===== src/rtl/lsu_arbiter.sv =====
// Two-port arbiter in front of the 16-bit load/store unit: fetch (port 0) vs data (port 1),
// with an RMW bus lock, fetch anti-starvation and single in-flight completion tracking.
module lsu_arbiter #(
    parameter int STARVE_MAX = 3
) (
    input  logic        clk,
    input  logic        a_rst,

    input  logic        rq0_valid,
    input  logic [15:0] rq0_addr,
    input  logic        rq0_width,
    output logic        rq0_ack,
    output logic        rq0_done,

    input  logic        rq1_valid,
    input  logic [15:0] rq1_addr,
    input  logic [15:0] rq1_data,
    input  logic        rq1_width,
    input  logic        rq1_cmd,
    input  logic        rq1_lock,
    input  logic        rq1_reuse_addr,
    output logic        rq1_ack,
    output logic        rq1_done,

    output logic [15:0] lsu_rq_addr,
    output logic [15:0] lsu_rq_data,
    output logic        lsu_rq_wr_addr,
    output logic        lsu_rq_width,
    output logic        lsu_rq_cmd,
    output logic        lsu_rq_t_id,
    output logic        lsu_rq_start,
    input  logic        lsu_rq_ack,

    input  logic        mem_rdy
);

    typedef enum logic {
        UNLOCKED = 1'b0,
        LOCKED   = 1'b1
    } st_t;

    localparam logic [3:0] STARVE_LIM = 4'(STARVE_MAX);

    st_t        st;
    logic [3:0] starve_cnt;
    logic       inflight;
    logic       inflight_id;
    logic       sel;
    logic       fetch_starved;

    assign fetch_starved = rq0_valid && (starve_cnt == STARVE_LIM);

    // Locked bus belongs to port 1; otherwise data wins unless fetch has waited too long.
    always_comb begin
        sel = 1'b0;
        if (st == LOCKED) begin
            sel = 1'b1;
        end else if (fetch_starved) begin
            sel = 1'b0;
        end else if (rq1_valid) begin
            sel = 1'b1;
        end else begin
            sel = 1'b0;
        end
    end

    assign lsu_rq_start   = sel ? rq1_valid : rq0_valid;
    assign lsu_rq_addr    = sel ? rq1_addr  : rq0_addr;
    assign lsu_rq_data    = sel ? rq1_data  : 16'h0000;
    assign lsu_rq_width   = sel ? rq1_width : rq0_width;
    assign lsu_rq_cmd     = sel & rq1_cmd;
    assign lsu_rq_t_id    = sel;
    assign lsu_rq_wr_addr = ~(sel & rq1_reuse_addr);

    assign rq0_ack = lsu_rq_ack & lsu_rq_start & ~sel;
    assign rq1_ack = lsu_rq_ack & lsu_rq_start &  sel;

    // Completion uses the tracker state before this cycle's update.
    assign rq0_done = inflight & mem_rdy & ~inflight_id;
    assign rq1_done = inflight & mem_rdy &  inflight_id;

    always_ff @(posedge clk or posedge a_rst) begin
        if (a_rst) begin
            st <= UNLOCKED;
        end else begin
            case (st)
                UNLOCKED: if (rq1_ack &&  rq1_lock) st <= LOCKED;
                LOCKED:   if (rq1_ack && !rq1_lock) st <= UNLOCKED;
                default:  st <= UNLOCKED;
            endcase
        end
    end

    always_ff @(posedge clk or posedge a_rst) begin
        if (a_rst) begin
            starve_cnt <= 4'd0;
        end else if (rq0_ack) begin
            starve_cnt <= 4'd0;
        end else if (st == UNLOCKED && rq1_ack && rq0_valid && starve_cnt < STARVE_LIM) begin
            starve_cnt <= starve_cnt + 4'd1;
        end
    end

    // A new acceptance overrides a completion landing in the same cycle.
    always_ff @(posedge clk or posedge a_rst) begin
        if (a_rst) begin
            inflight    <= 1'b0;
            inflight_id <= 1'b0;
        end else if (lsu_rq_ack) begin
            inflight    <= 1'b1;
            inflight_id <= sel;
        end else if (inflight && mem_rdy) begin
            inflight    <= 1'b0;
        end
    end

endmodule


===== config.mk =====
export PLATFORM = sky130hd
export DESIGN_NAME = lsu_arbiter
export DESIGN_NICKNAME = d
export VERILOG_FILES = /design/src/rtl/lsu_arbiter.sv
export SDC_FILE = /design/constraint.sdc
export NUM_CORES = 1
export LEC_CHECK = 0
export CAP_MARGIN = 20
export CORE_AREA = 5 5 59 61
export CTS_BUF_LIST = sky130_fd_sc_hd__clkbuf_2 sky130_fd_sc_hd__clkbuf_4 sky130_fd_sc_hd__clkbuf_8
export DETAILED_ROUTE_END_ITERATION = 10
export DIE_AREA = 0 0 64 66
export HOLD_SLACK_MARGIN = 0.05
export PLACE_DENSITY = 0.95
export SKIP_LAST_GASP = 1
export SYNTH_ARGS = -nofsm -noshare
export SYNTH_HDL_FRONTEND = slang
export SYNTH_SLANG_ARGS = --single-unit

===== constraint.sdc =====
create_clock -name clk -period 5.9 [get_ports clk]
set_clock_uncertainty 0.2 [all_clocks]
set_input_delay 1.18 -clock clk [delete_from_list [all_inputs] [get_ports clk]]
set_output_delay 1.18 -clock clk [all_outputs]
set_load 0.02 [all_outputs]

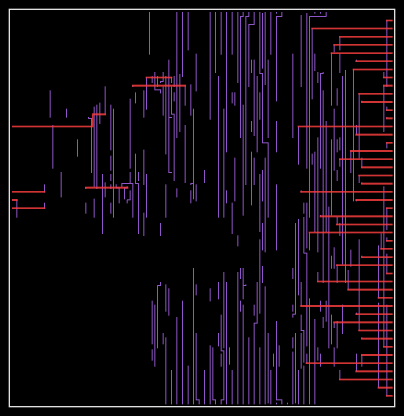
**Above:** run 1 (signal wires by layer).
Drawn at 6 px/µm. Only two layers are drawn.
Purple marks met2, wire length 1,870 µm. Red marks met3, wire length 345 µm.

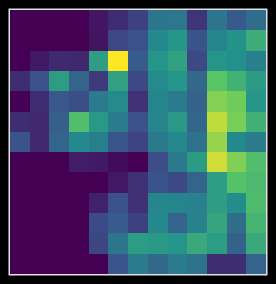
**Above:** run 1 (signal metal coverage by tile).
Drawn at 4 px/µm. 13 x 13 tiles, from dark purple (low) to yellow (high), scaled to the fullest tile. Values are wire area over tile area, all layers added.
The densest ninth of the die: right middle. 24% of the tiles are over half the peak. The mean over all tiles is 0.13. 21% of the tiles are nearly empty. The fullest tile reaches 0.41. The emptiest ninth of the die: bottom left.

==> COMMIT_EDITMSG, run 1 <==
Update PnR metrics after Yosys + OpenROAD run

* Status: completed
* Cells in synth_stat.txt: 76
- Worst slew margin relative to its limit: 0.717
- TritonCTS reports the number of clock sinks as 7.
- Entering global routing, the biggest net connects 23 pins.
- Endpoints failing hold in the final report were tallied at 0.
- Summed over all layers, the routed wires come to approximately 3300 µm.
- CTS reports a maximum clock tree buffer depth of 2.
* Worst Hold Path Cells: 1
- Max Fanout on Critical Path: 22
- Count of instances resized after the clock tree is built: 0
- Number of levels the H-tree was split into: 1
- The data arrival time reported for the critical path is around 3400 ps.
* Number of enable-type register cells in the synthesized netlist: 0
- In this run the static leakage power is 0.747 nW.
- R2R cell count: 4
- Of the total power, the clock network draws 0.164.
- Summing all placed instances gives a cell area of 1780 µm².
- The horizontal die dimension reported for this design is roughly 64 µm.
- Cells after Synth: roughly 76
* Detail Route met3 WL: between 300 and 400 µm
* Total power density per cell area: ~160 nW/µm²
- The via count of the first global-routing pass was 898.
* DP Worst Slack: around 1100 ps
* Endpoint type of the worst setup path: output pin
- Per-instance average area after synthesis: 10.6 µm²
- The worst path meets setup with between 1000 and 1500 ps of slack.
- Grt total ovfl: 0
* Vias: roughly 950
- Data required time at the worst endpoint: roughly 4500 ps
* Setup fix buffers added after clock tree synthesis: 0
- Top logic cells by instance count in the layout: sky130_fd_sc_hd__clkdlybuf4s50_1, sky130_fd_sc_hd__and2_1, sky130_fd_sc_hd__mux2_4, sky130_fd_sc_hd__dfrtp_1, sky130_fd_sc_hd__nor2_1
- Core Density at Floorplan: 0.275
* HP Class: register to register
- Number of core rows: 20
* Cell type of the slowest stage on the worst timing path: sky130_fd_sc_hd__clkdlybuf4s50_1
- Final setup violating endpoints: 0
* Filler Cell Count: around 240
- The worst setup path is launched from an input port.
- TritonRoute output was used to compute an average wire per cell of 15.9 µm.
- In the routed layout, each cell is associated on average with a via count of ~4.6.
* Crit-path cells: clkdlybuf4s50_1 > nor4bb_4 > o21ba_4 > inv_2 > nor2_1 > clkdlybuf4s50_1
- The initial antenna violation count came to 0.
- Number of flip-flops and latches in the synthesized netlist: 7
- During synthesis, Yosys emitted a total of 0 warnings.
- Net Sw Frac: 0.319
* Critical path's most frequent cell: sky130_fd_sc_hd__clkdlybuf4s50_1
- Num CTS Buffers: 3
- Looking at the cell usage after synthesis, the top flip-flop cell is sky130_fd_sc_hd__dfrtp_1.
- The library cell used most frequently in the layout, excluding fill and tap cells, is sky130_fd_sc_hd__clkdlybuf4s50_1.
- The internal portion of the total power is roughly 0.19 mW.
* Fmax achieved: approximately 0.21 GHz
* Total inserted antenna cells: 0
- For the final routed database, the setup TNS stands at 0 ps.
- Yosys reports a chip area of around 810 µm².
- In the finished design, the share of the clock period the worst path needs comes to 0.808.
- In this run the clock root is driven by a sky130_fd_sc_hd__clkbuf_4.
- Number of antenna-violating nets in the routed design: 0
- Port buffering added 99 buffers.
- Measured along the y axis, the die boundary spans 66 µm.
- Setup repair after global routing left no endpoint under its margin.
- Slew at the pin closest to its max-slew limit: between 400 and 500 ps
* Number of maximum-capacitance violations: 0
- OpenROAD emitted warnings numbering 26.
- # nets final: between 200 and 250
- The first global-routing pass estimated 4850 µm of wire.
* Max VDD drop: around 0.21 mV
- In this run the count of I/O pins placed on the die edge is 100.
* Clock insertion delay at the later pin of the skew report: ~250 ps
- Counting I/O delays and the setup requirement, the final critical path takes ~4800 ps.
- Max-slew violation count: 0
* Floorplan Core Area: 2930 µm²
- The number of nets handed over by synthesis was 136.
* Weighted congestion at the end of routability-driven global placement: 0.754
- In the synthesized netlist the async set-or-reset flop fraction comes to 1.00.
* Detail Placement HPWL: around 3000 µm
* Global Route Usage Sum: 0.150
- Layout overhead on the synthesized area: 124%
- The registers of the reported paths see a clock transition of about 50 ps.
- Detailed-route DRC error count: 0
- Total met2 wirelength after detailed routing: between 1500 and 2000 µm
* Count of hold buffers inserted by post-cts repair: 0
- Largest incremental delay on the critical path: 610 ps
- DR pass1 iterations: 4
* Wire length the detailed router placed on met1: ~1100 µm
- The worst setup path is of the input port to output pin kind.
- TritonCTS built the clock tree.
- Of the total power, registers draw 0.205.
- Fraction of power consumed by combinational cells: 0.630
- Max Used Layer: met3
* Net Sw Power: 0.0892 mW
- The first routing iteration left 33 violations.
- In the final layout, the share of cells above drive strength 1 is 0.149.
- Final standard cell area without fillers: roughly 1800 µm²
* Distinct lib cells used: 26
* Portion of the post-synthesis area used by sequential elements: 0.217
- Netlist area before placement: ~810 µm²
- Total Die Area: around 4200 µm²
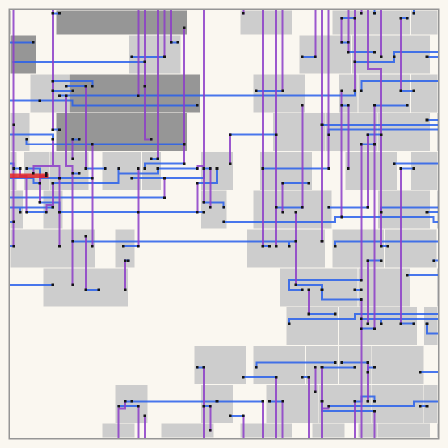
**Above:** run 1 (a small window of the routed layout).
Region (17, 18) to (47, 48) µm. Cells in grey, sequential cells in the stronger grey; small squares are vias.
Blue marks met1. Red marks met3. Purple marks met2.
Netlist names of flops here include `starve_cnt` (2), `inflight_id` (1). 51 logic cells have their middle in the window. Most frequent: clkdlybuf4s50_1 (24), mux2_4 (6), and2_1 (4). Sequential cells in the window: 3.

==> run 1: path summary, 6_finish.rpt <==
kind,startpoint,to,slack (ps)
max in group asynchronous,a_rst,starve_cnt[1],4330
min in group asynchronous,a_rst,inflight,960
min,inflight,inflight,300
max,rq0_valid,rq0_ack,1130
min reg2reg,inflight,inflight,300
max reg2reg,starve_cnt[0],starve_cnt[3],4190
==> run 1: metal layers <==
layer | GRT usage | up-vias
met5 | 0 | -
met4 | 0.0156 | 0
met3 | 0.0595 | 0
met2 | 0.298 | 57
met1 | 0.148 | 433
li1 | - | 459
==> run 1: metrics by stage <==
step | utilization | power, mW | std cells | hold slack (ps)
after detailed placement | 0.606 | 0.237 | 204 | 289
after global routing | 0.617 | 0.300 | 208 | 331
final | 0.617 | 0.280 | 208 | 300
after CTS | 0.617 | 0.285 | 208 | 300
after global placement | 0.606 | 0.233 | 204 | 284
after floorplan | - | 0.149 | 76 | 268
==> run 1: cell type report <==
class                      count  area (µm²)  area share
clock buffer                   4        30.0      0.0166
inverter                       4        15.0     0.00832
sequential                     7         175      0.0970
multi-input combinational     61         553       0.306
timing repair buffer          99         991       0.549
tap                           33        41.3      0.0229
==> run 1: cell usage after synthesis, types with 2 or more instances <==
master,n,area [µm²]
sky130_fd_sc_hd__nor2_1,5,18.8
sky130_fd_sc_hd__inv_1,3,11.3
sky130_fd_sc_hd__o21ai_0,2,10.0
sky130_fd_sc_hd__nand2_1,3,11.3
sky130_fd_sc_hd__mux2_4,16,240
sky130_fd_sc_hd__mux2_2,2,22.5
sky130_fd_sc_hd__dfrtp_1,7,175
sky130_fd_sc_hd__buf_6,2,22.5
sky130_fd_sc_hd__buf_12,2,40.0
sky130_fd_sc_hd__and2_1,17,106
sky130_fd_sc_hd__a21boi_0,2,15.0
==> run 1: critical path, delay by kind of cell <==
kind                   cells  cell delay, ps
AND-OR/OR-AND              1             450
buffers and inverters      3            1290
AND/OR/NAND/NOR            2             450
==> run 1: cells by family after synthesis <==
logic type / count (synthesis) / share of synthesized area
mux: 18 / 0.326
compound gates: 10 / 0.0978
flops: 7 / 0.217
fa+ha+maj: 1 / 0.0155
buf+inv: 8 / 0.0963
simple gates: 32 / 0.247
==> run 1: power groups by stage <==
stage / Combinational [mW] / Sequential, mW / Clock, mW
after floorplan: 0.0920 / 0.0573 / 0
after global placement: 0.175 / 0.0577 / 0
after detailed placement: 0.178 / 0.0583 / 0
after CTS: 0.179 / 0.0575 / 0.0483
after global routing: 0.187 / 0.0582 / 0.0546
final: 0.176 / 0.0575 / 0.0460
**Run 1: gate-type map**

Drawn at 6 px/µm.
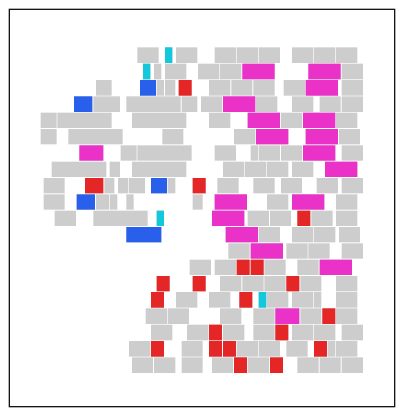

==> inputs of run 2 (changes only) <==
--- a/config.mk
+++ b/config.mk
@@ -6,12 +6,12 @@
 export NUM_CORES = 1
 export LEC_CHECK = 0
 export CAP_MARGIN = 20
-export CORE_AREA = 5 5 59 61
+export CORE_AREA = 5 5 61 63
 export CTS_BUF_LIST = sky130_fd_sc_hd__clkbuf_2 sky130_fd_sc_hd__clkbuf_4 sky130_fd_sc_hd__clkbuf_8
 export DETAILED_ROUTE_END_ITERATION = 10
-export DIE_AREA = 0 0 64 66
+export DIE_AREA = 0 0 66 68
 export HOLD_SLACK_MARGIN = 0.05
-export PLACE_DENSITY = 0.95
+export PLACE_DENSITY = 0.92
 export SKIP_LAST_GASP = 1
 export SYNTH_ARGS = -nofsm -noshare
 export SYNTH_HDL_FRONTEND = slang
==> constraint.sdc (replaced) <==
create_clock -name clk -period 4.65 [get_ports clk]
set_clock_uncertainty 0.2 [all_clocks]
set_input_delay 0.93 -clock clk [delete_from_list [all_inputs] [get_ports clk]]
set_output_delay 0.93 -clock clk [all_outputs]
set_load 0.02 [all_outputs]
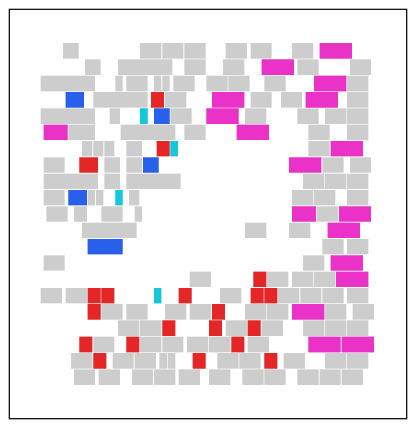
**Above:** run 2 (gate-type map).
Drawn at 6 px/µm.
Magenta marks multiplexers, cells 18, most used mux2_4. Cyan marks inverters, cells 4, most used inv_1. Blue marks AND-OR and OR-AND gates, cells 5. Red marks AND and OR gates, cells 20, most used and2_1.

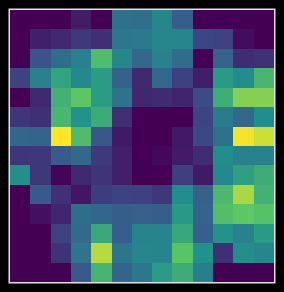
**Above:** run 2 (signal metal coverage by tile).
Drawn at 4 px/µm. 13 x 14 tiles, from dark purple (low) to yellow (high), scaled to the fullest tile. Values are wire area over tile area, all layers added.
20% of the tiles are over half the peak. The fullest tile reaches 0.35. 19% of the tiles are nearly empty. The emptiest ninth of the die: middle.

==> run 2 against run 1 <==
Effect of this change:
- via count decreased by 1.8%
- sequential share of layout area decreased by 0.087 points
- synthesized cell count unchanged
- die size increased by 6.3%
- non-clock buffer count unchanged
- clock-buffer cell count unchanged
- clock power increased by about 30%
- synthesized area unchanged
- final cell count increased by 6.3%
- total power increased by 27%
- critical endpoint unchanged
- largest power group unchanged
==> COMMIT_EDITMSG, run 2 <==
Update PnR metrics after Yosys + OpenROAD run

- The most numerous cell type found on the critical path is sky130_fd_sc_hd__clkdlybuf4s50_1.
- Max Fanout on Critical Path: 22 (unchanged)
- The area fraction in full adders, half adders and majority gates was 0.0155 (unchanged).
- The routing usage on met3 came to 0.0378 (-0.0218).
- Vias in the first global route: 892 (-0.67%)
- Port Buffers: 99 (unchanged)
- Number of maximum-capacitance violations: 0 (unchanged)
- Max-slew violation count: 0 (unchanged)
- The data required time at the worst endpoint came to 3520 ps (-1000 ps).
- The buffers inserted during post-CTS setup optimization is 0 (unchanged).
- The combined buffer and inverter count along the critical path came to 3 (unchanged).
- The simple-gate portion of the synthesized area came to 0.247 (unchanged).
- Number of antenna-violating nets in the routed design: 0 (unchanged)
- RSZ-0062 raised after global routing: false
- The sequential share of the synthesized area was 0.217 (unchanged).
* Top logic cells by instance count in the layout: sky130_fd_sc_hd__clkdlybuf4s50_1, sky130_fd_sc_hd__and2_1, sky130_fd_sc_hd__mux2_4, sky130_fd_sc_hd__dfrtp_1, sky130_fd_sc_hd__nor2_1
- Among all cell types in the netlist, the one instantiated most often is sky130_fd_sc_hd__and2_1.
- The number of sinks driven by the clock tree came to 7 (unchanged).
* Smallest setup slack after layout: 392 ps (-743 ps)
- Parity-gate share of the synthesized area counting xor and xnor cells: 0 (unchanged)
* Floorplan Core Area: 3180 µm² (+8.6%)
- The number of levels the H-tree was split into was 1 (unchanged).
* Number of DRC violations after detailed-routing iteration 0: 17 (-48%)
- Commonest Layout Cell: sky130_fd_sc_hd__clkdlybuf4s50_1
- Endpoint type of the worst setup path: output pin
* Yosys Chip Area: 806 µm² (unchanged)
- The weighted congestion at the end of routability-driven global placement came to 0.738 (-2.1%).
- Compound-cell area share of the yosys netlist: 0.0978 (unchanged)
- Post-layout min period: ~4300 ps
* Per-instance average area after synthesis: 10.6 µm² (unchanged)
* Die Width: 66 µm (+3.1%)
- The commonest cells after synthesis are sky130_fd_sc_hd__and2_1, sky130_fd_sc_hd__mux2_4, sky130_fd_sc_hd__dfrtp_1.
- The number of enable flip-flop cells was 0 (unchanged).
- Most instantiated flip-flop cell in the synthesis netlist: sky130_fd_sc_hd__dfrtp_1
- Net count of the mapped netlist: 136 (unchanged)
* Count of warning messages emitted by the tools: 26 (unchanged)
- In this run the clock root is driven by a sky130_fd_sc_hd__clkbuf_4.
* Clock tree from TritonCTS: built
- The worst path arrival time is 3130 ps (-260 ps).
- Cells after Synth: 76 (unchanged)
- Num CTS Buffers: 3 (unchanged)
- The met2 capacity usage during global routing came to 0.234 (-0.0637).
- The insertion delay of the later-clocked pin in the worst-skew pair is 250 ps (about the same).
- Share of synthesized registers carrying an async set or reset: 1.00 (unchanged)
- HP Class: register to register
- The final total negative setup slack was 0 ps (unchanged).
- The final count of negative-setup-slack endpoints is 0 (unchanged).
* Warnings from Yosys: 0 (unchanged)
- Total Die Area: 4490 µm² (+6.3%)
- The ratio of cells with drive above 1 in the final layout was 0.149 (unchanged).
- The largest net degree at the start of global routing is 23 (unchanged).
- Initial antenna violation count: 0 (unchanged)
* Final Hold Fails: 0 (unchanged)
- The global-route total usage across every layer was 0.116 (-0.0337).
- Minimum setup slack among reg-to-reg paths: 2930 ps (-1260 ps)
- Distinct lib cells used: 26 (unchanged)
* Vias: 932 (-1.8%)
- Top comb family, area: multiplexers
- The total routed wirelength came to 2830 µm (-14%).
- Looking at area per cell type in the netlist, the leader is sky130_fd_sc_hd__mux2_4.
- # nets final: 236 (unchanged)
- Busiest grt layer: met2
* Kind of critical path: input port to output pin
- The run finished with clean final reports.
- The delay of the slowest cell on the worst path was 610 ps (about the same).
* Lkg Pwr: 0.747 nW (unchanged)
* Die Y-Extent: 68 µm (+3.0%)
- The worst relative slew slack came to 0.715 (-0.00220).
* Fmax achieved: between 0.2 and 0.25 GHz
- Layout overhead on the synthesized area: 126%
- Detailed-route DRC error count: 0 (unchanged)
- Total inserted antenna cells: 0 (unchanged)
- Cell type of the slowest stage on the worst timing path: sky130_fd_sc_hd__clkdlybuf4s50_1
- The cell row count was 21 (+5.0%).
- STA classifies the critical path startpoint as an input port.
- Count of instances resized after the clock tree is built: 0 (unchanged)
- The number of fill cells is 289 (+21%).
- CP top delay family: buffers and inverters
- The via density per instance is 4.22 (-7.6%).
- The I/O pin count was 100 (unchanged).
* Number of flip-flops and latches in the synthesized netlist: 7 (unchanged)
- The floorplan core density was 0.253 (-0.0218).
* Netlist area before placement: 806 µm² (unchanged)
- Slew at the pin closest to its max-slew limit: 428 ps (+7.74 ps)
* Top-area cell type share of the netlist area: 0.298 (unchanged)
- Cells in synth_stat.txt: 76 (unchanged)
- The multiplexer fraction of the synthesized cell area is 0.326 (unchanged).
- Global routing usage on met1: 0.112 (-0.0360)
- Clock slew at reported path FFs: 50 ps (about the same)
* Count of hold buffers inserted by post-cts repair: 0 (unchanged)
* Total power density per cell area: 195 nW/µm² (+26%)
- Routed wire per std cell: 12.8 µm (-19%)
- Top cells, area: sky130_fd_sc_hd__mux2_4, sky130_fd_sc_hd__dfrtp_1, sky130_fd_sc_hd__and2_1, sky130_fd_sc_hd__buf_12, sky130_fd_sc_hd__nor4bb_4
* Number of buffers between clock root and the deepest sink: 2 (unchanged)
- The placed wire-length estimate came to 2490 µm (-17%).
- Grt total ovfl: 0 (unchanged)
- Crit-path cells: clkdlybuf4s50_1 > nor4bb_4 > o21ba_4 > inv_2 > nor2_1 > clkdlybuf4s50_1
- The total iterations of the first detailed-routing run was 4 (unchanged).
- The wire length of the first global-routing pass is 4120 µm (-15%).
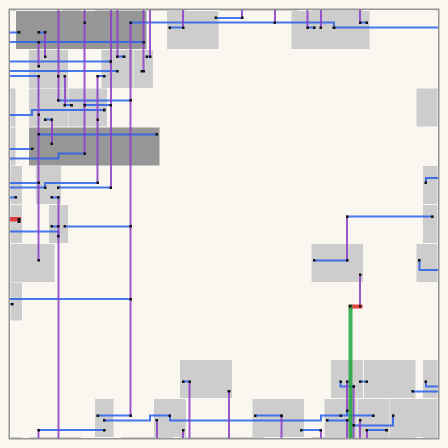
**Above:** run 2 (a small window of the routed layout).
Region (18, 19) to (48, 49) µm. Cells in grey, sequential cells in the stronger grey; small squares are vias.

==> run 2: cell counts in the layout (fill, tap and decap cells not counted) <==
Identical to the previous run, type by type.
==> run 2: power by group <==
part	leakage, nW	internal (mW)	switching, mW
Clock	0.0184	0.0385	0.0213
Sequential	0.0858	0.0682	0.00464
Combinational	0.642	0.135	0.0867
==> run 2: layout make-up <==
cell class                      count  area, µm²  area share
Clock buffer                        4       30.0      0.0165
Inverter                            4       15.0     0.00824
Multi-Input combinational cell     61        553       0.304
Sequential cell                     7        175      0.0962
Tap cell                           46       57.6      0.0316
Timing Repair Buffer               99        991       0.544
==> run 2: path summary, 6_finish.rpt <==
| kind | to | cells past startpoint | startpoint |
|---|---|---|---|
| setup / recovery | rq0_ack | 6 | rq0_valid |
| max in group asynchronous | async pin | 2 | a_rst |
| setup reg to reg | starve_cnt[3] | 4 | starve_cnt[0] |
| hold reg to reg | inflight | 1 | inflight |
| min in group asynchronous | starve_cnt[1] | 2 | a_rst |
| hold / removal | inflight | 1 | inflight |
==> run 2: cells by family after synthesis <==
family | count (synthesis)
and+or+nand+nor | 32
muxes | 18
AOI/OAI and AO/OA | 10
buffers and inverters | 8
DFF | 7
adders and majority gates | 1
==> run 2: per-stage QoR <==
stage / hold slack [ps] / utilization / area [µm²] / cells / total power, mW
after global routing: 330 / 0.573 / 1820 / 221 / 0.376
after global placement: 282 / 0.564 / 1790 / 217 / 0.295
after CTS: 318 / 0.573 / 1820 / 221 / 0.361
after detailed placement: 301 / 0.564 / 1790 / 217 / 0.299
final: 312 / 0.573 / 1820 / 221 / 0.355
after floorplan: 268 / - / 806 / 76 / 0.190
==> run 2: layer usage <==
layer	wire length [µm]	up-vias
li1	-	458
met1	948	420
met2	1490	50
met3	357	4
met4	42	0
met5	0	-
No activity file was given, so power comes from the tool's default toggle rates.
